Figure 1. Cell sizes after repair.
Scale: 8 px per µm.
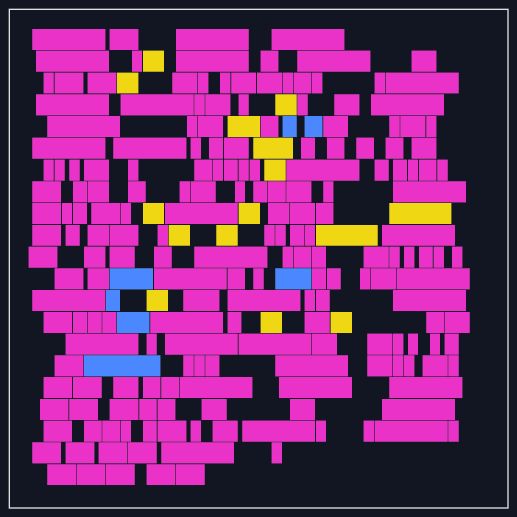
Figure 2. Signal metal coverage by tile.
Scale: 6 px per µm. 12 x 12 tiles, from black (low) to pale yellow (high), scaled to the fullest tile. Values are wire area over tile area, all layers added.
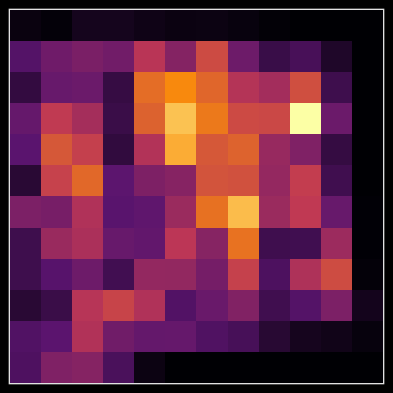
Figure 3. Register map, names as in the netlist.
Scale: 6 px per µm. Other sequential cells in the stronger gray, the rest of the logic in the fainter gray.
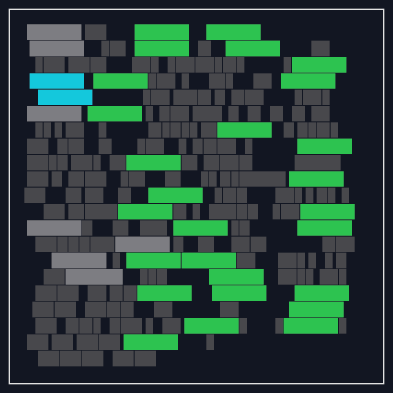
Figure 4. The clock network.
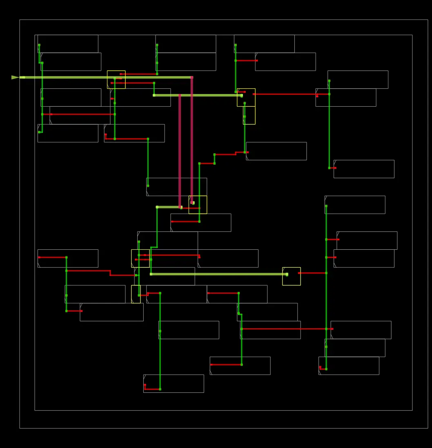
==> src/rtl/stopwatch_mode_controller.sv <==
// rtl/stopwatch_mode_controller.sv - mode sequencing, 1 Hz strobe and limit detection for an MM:SS stopwatch
module stopwatch_mode_controller #(
   parameter int BOARD_CLOCK_FREQUENCY_IN_HZ = 100_000_000,
   parameter int TICK_FREQUENCY_IN_HZ        = 1,
   parameter int NUMBER_OF_DIGITS            = 4
) (
   input  logic                          clk,
   input  logic                          rst,
   input  logic                          start_stop,
   input  logic                          set_mode,
   input  logic                          clear,
   input  logic                          count_down,
   input  logic [4*NUMBER_OF_DIGITS-1:0] time_value,
   output logic                          set,
   output logic                          count_enable,
   output logic                          up_down,
   output logic                          clear_counters,
   output logic                          running,
   output logic                          done
);

   localparam int DIVIDE          = BOARD_CLOCK_FREQUENCY_IN_HZ / TICK_FREQUENCY_IN_HZ;
   localparam int PRESCALER_WIDTH = (DIVIDE > 1) ? $clog2(DIVIDE) : 1;
   localparam int TIME_WIDTH      = 4 * NUMBER_OF_DIGITS;
   localparam logic [PRESCALER_WIDTH-1:0] TERMINAL = PRESCALER_WIDTH'(DIVIDE - 1);

   // Upper count limit: digits alternate 9 (units) and 5 (tens), e.g. 59:59.
   function automatic logic [TIME_WIDTH-1:0] max_time();
      logic [TIME_WIDTH-1:0] v;
      v = '0;
      for (int i = 0; i < NUMBER_OF_DIGITS; i++) begin
         v[4*i +: 4] = ((i % 2) == 0) ? 4'h9 : 4'h5;
      end
      return v;
   endfunction

   localparam logic [TIME_WIDTH-1:0] MAX_TIME = max_time();

   typedef enum logic [1:0] {
      S_STOPPED = 2'd0,
      S_RUN     = 2'd1,
      S_SET     = 2'd2,
      S_EXPIRED = 2'd3
   } state_t;

   state_t                     state;
   state_t                     next_state;
   logic [PRESCALER_WIDTH-1:0] prescaler;
   logic [PRESCALER_WIDTH-1:0] next_prescaler;
   logic                       next_up_down;
   logic                       next_clear;
   logic                       at_zero_q;
   logic                       at_max_q;
   logic                       terminal;
   logic                       at_limit;
   logic                       do_clear;
   logic                       do_set;
   logic                       do_start;

   // Only the highest-priority pulse of a cycle takes effect.
   assign do_clear = clear;
   assign do_set   = !clear && set_mode;
   assign do_start = !clear && !set_mode && start_stop;

   // Limits come from registered flags so the strobe never sees time_value combinationally;
   // time_value is stable for at least one cycle before every terminal count.
   assign terminal     = (prescaler == TERMINAL);
   assign at_limit     = up_down ? at_max_q : at_zero_q;
   assign count_enable = (state == S_RUN) && terminal && !at_limit;

   // State register.
   always_ff @(posedge clk or posedge rst) begin
      if (rst) begin
         state <= S_STOPPED;
      end else begin
         state <= next_state;
      end
   end

   // Next-state, prescaler, direction latch and clear request.
   always_comb begin
      next_state     = state;
      next_prescaler = '0;
      next_up_down   = up_down;
      next_clear     = 1'b0;
      case (state)
         S_STOPPED: begin
            if (do_clear) begin
               next_clear = 1'b1;
            end else if (do_set) begin
               next_state = S_SET;
            end else if (do_start && !(count_down && (time_value == '0))) begin
               next_state   = S_RUN;
               next_up_down = !count_down;
            end
         end
         S_RUN: begin
            if (do_clear) begin
               next_clear = 1'b1;
            end else if (do_start) begin
               next_state = S_STOPPED;
            end else if (terminal && at_limit) begin
               next_state = S_EXPIRED;
            end else begin
               next_prescaler = terminal ? '0 : prescaler + PRESCALER_WIDTH'(1);
            end
         end
         S_SET: begin
            if (do_clear) begin
               next_clear = 1'b1;
            end else if (do_set) begin
               next_state = S_STOPPED;
            end
         end
         S_EXPIRED: begin
            if (do_clear) begin
               next_clear = 1'b1;
               next_state = S_STOPPED;
            end else if (do_set) begin
               next_state = S_SET;
            end else if (do_start) begin
               next_state = S_STOPPED;
            end
         end
         default: begin
            next_state = S_STOPPED;
         end
      endcase
   end

   // Registered outputs, prescaler and limit flags.
   always_ff @(posedge clk or posedge rst) begin
      if (rst) begin
         prescaler      <= '0;
         up_down        <= 1'b1;
         clear_counters <= 1'b0;
         set            <= 1'b0;
         running        <= 1'b0;
         done           <= 1'b0;
         at_zero_q      <= 1'b0;
         at_max_q       <= 1'b0;
      end else begin
         prescaler      <= next_prescaler;
         up_down        <= next_up_down;
         clear_counters <= next_clear;
         set            <= (next_state == S_SET);
         running        <= (next_state == S_RUN);
         done           <= (next_state == S_EXPIRED);
         at_zero_q      <= (time_value == '0);
         at_max_q       <= (time_value == MAX_TIME);
      end
   end

endmodule

==> config.mk <==
export PLATFORM = sky130hd
export DESIGN_NAME = stopwatch_mode_controller
export DESIGN_NICKNAME = d
export VERILOG_FILES = /design/src/rtl/stopwatch_mode_controller.sv
export SDC_FILE = /design/constraint.sdc
export NUM_CORES = 1
export LEC_CHECK = 0
export CAP_MARGIN = 20
export CORE_MARGIN = 2
export CORE_UTILIZATION = 53
export DETAILED_ROUTE_END_ITERATION = 6
export GPL_TIMING_DRIVEN = 1
export PLACE_DENSITY = 0.79
export SLEW_MARGIN = 20
export SYNTH_ARGS = -nofsm -noshare
export SYNTH_HDL_FRONTEND = slang
export SYNTH_SLANG_ARGS = --single-unit
==> constraint.sdc <==
create_clock -name clk -period 2.57 [get_ports clk]
set_input_delay 0.257 -clock clk [delete_from_list [all_inputs] [get_ports clk]]
set_output_delay 0.257 -clock clk [all_outputs]
set_load 0.01 [all_outputs]
==> notes.md <==
Update from the flow run.

Counting endpoints that fail hold in the final report gives 0. The pin count of the biggest net entering global routing is 37. The worst flop-to-flop path endpoint is prescaler[17].

The type recorded for the worst min-delay path is in -> async. The most flop-heavy register is prescaler. The chip area estimate from yosys synthesis is about 1800 µm².

The most common logic cells in the final layout are 35 x nor2_1, 35 x dfrtp_1, 26 x clkdlybuf4s50_1. The worst path required time is about 2.3 ns. The report lists the number of cells resized after CTS as 1. The iteration-0 DRC count of the detailed router is 61.

Per the gpl log, the routability congestion estimate is approximately 0.86. In this run the layout overhead on the synthesized area is reported as 22.1%. On the critical path the largest part of the delay comes from simple AND/OR/NAND/NOR gates. The startpoint class of the critical path is a flip-flop. The total number of placement rows is 21.

Summed over all cells, the static leakage comes to between 0.8 and 0.9 nW. The tree is rooted in a clkbuf_4. For this run the aggregate overflow at the end of global routing stands at 0. The flip-flop and latch area is between 900 and 1000 µm². The detail route stage leaves a number of antenna-violating nets equal to 0. The worst pin sits at a relative slew slack of 67.2%. The run finished with clean final reports. In the Yosys stats the netlist draws on 35 distinct library cells. Per the timing report, the biggest fanout along the worst path comes to 4.

The final layout report lists a filler cell count of just under 300. The final layout contains ~240 nets. In this run the deepest clock path goes through 2 buffers. The vias per cell is roughly 5.3. The synthesized netlist devotes less than 1% of its cell area to adder and majority cells. The sequential fraction of the synthesis area is 50.3%. The number of design rule violations left after detail routing is 0. The register with the most flip-flops in the layout has 27 of them. The TritonCTS clock tree is done. The compound-cell area share of the yosys netlist is under 10%. Among the non-sequential cells, simple AND/OR/NAND/NOR gates take the most area.

Yosys stat counts ~180 cells in the synthesized netlist. The final worst-path cycle share is 91.4%. The mean instance size in the synthesized netlist is between 9 and 10 µm².
Back to the opening pictures, Figure 1:
Key: magenta = drive 1 or less [cells 195, share 90%]; yellow = drive 3 to 4 [cells 15, share 6.9%]; blue = drive 2 [cells 7, share 3.2%]

Back to the opening pictures, Figure 2:
14% of the tiles are nearly empty. The mean over all tiles is 0.14. The emptiest ninth of the die: lower right. The fullest tile reaches 0.48. 20% of the tiles are over half the peak. The densest ninth of the die: center.
Total Routed Length: 3.58 mm
Vias: 1394
DR WL/cell: 13.6 µm
GRT Overall Usage: 20.7%

Back to the opening pictures, Figure 3:
Key: cyan = state [placed flops 2]; green = prescaler [placed flops 27]
Another 7 sequential cells are not colored.

Back to the opening pictures, Figure 4:
source-to-sink clock delay at the later pin of the worst-skew pair: 0.33 ns
clk sink count: 36
Final Skew: 0.00744 ns
number of flip-flops and latches: 36

==> metrics by stage <==
step / power, mW / hold slack [ns] / util [%]
2_1_floorplan: 0.713 / 0.288 / -
3_3_place_gp: 0.802 / 0.469 / 65.2
3_5_place_dp: 0.809 / 0.487 / 65.2
4_1_cts: 1.08 / 0.322 / 66.6
5_1_grt: 1.13 / 0.362 / 66.6
6_report: 1.07 / 0.320 / 66.6
==> cells in the mapped netlist <==
| cell | instances | area share [%] |
|---|---|---|
| nand3b_1 | 1 | 0.42 |
| ha_1 | 1 | 0.70 |
| inv_1 | 9 | 1.9 |
| nand2b_1 | 1 | 0.35 |
| and4_4 | 1 | 0.63 |
| dfrtp_1 | 35 | 49 |
| nand2_1 | 10 | 2.1 |
| dfstp_2 | 1 | 1.5 |
| and4_1 | 1 | 0.49 |
| buf_2 | 2 | 0.56 |
| or4_1 | 2 | 0.84 |
| xnor2_1 | 19 | 9.3 |
| mux2i_1 | 1 | 0.56 |
| o21a_1 | 1 | 0.42 |
| clkbuf_1 | 1 | 0.21 |
| nor2_2 | 1 | 0.35 |
| mux2_2 | 1 | 0.63 |
| nor4b_1 | 1 | 0.49 |
| xor2_1 | 7 | 3.4 |
| nand3_1 | 9 | 2.5 |
| nor3b_2 | 1 | 0.70 |
| o211ai_1 | 1 | 0.42 |
| and3_1 | 2 | 0.70 |
| nor3_1 | 7 | 2.0 |
| or3_1 | 2 | 0.70 |
| nand4b_1 | 1 | 0.49 |
| or4b_4 | 1 | 0.77 |
| o21ai_0 | 3 | 0.84 |
| nor2_1 | 35 | 7.3 |
| a21oi_1 | 3 | 0.84 |
| nor4_1 | 8 | 2.8 |
| buf_6 | 1 | 0.63 |
| and4b_1 | 1 | 0.56 |
| nor4_4 | 2 | 2.4 |
| nand4_1 | 8 | 2.8 |
==> layer usage <==
layer	track usage (%)	vias to the layer above	share of wire, %
li1	-	693	-
met1	24.6	672	41
met2	37.5	25	54
met3	5.07	4	3.9
met4	5.83	0	1.0
met5	0	-	0
==> worst max path at each step <==
stage,startpoint,endpoint,slack [ns]
floorplan,prescaler[0],count_enable,0.52
global placement,prescaler[12],count_enable,0.1
detailed placement,prescaler[12],count_enable,0.13
CTS,prescaler[12],count_enable,0.05
global route,prescaler[12],count_enable,0.06
finish,prescaler[12],count_enable,0.22
==> report_power, final <==
| part | switching [mW] | internal, mW | leakage [nW] |
|---|---|---|---|
| logic | 0.0784 | 0.0922 | 0.344 |
| registers | 0.0261 | 0.601 | 0.493 |
| clock network | 0.168 | 0.101 | 0.0281 |
| total | 0.272 | 0.794 | 0.864 |
==> logic make-up after synthesis <==
| group | Yosys count |
|---|---|
| muxes | 2 |
| AOI/OAI and AO/OA | 8 |
| DFF | 36 |
| buffers and inverters | 13 |
| xor gates and xnor gates | 26 |
| adders and majority gates | 1 |
| and+or+nand+nor | 95 |
==> layout make-up <==
type                            count  area share (%)
Multi-Input combinational cell    132            38.3
Clock inverter                      1           0.229
Timing Repair Buffer               33            14.2
Sequential cell                    36            41.2
Clock buffer                        6            1.89
Inverter                            9            1.54
Tap cell                           46            2.63
No activity file was given, so power comes from the tool's default toggle rates.
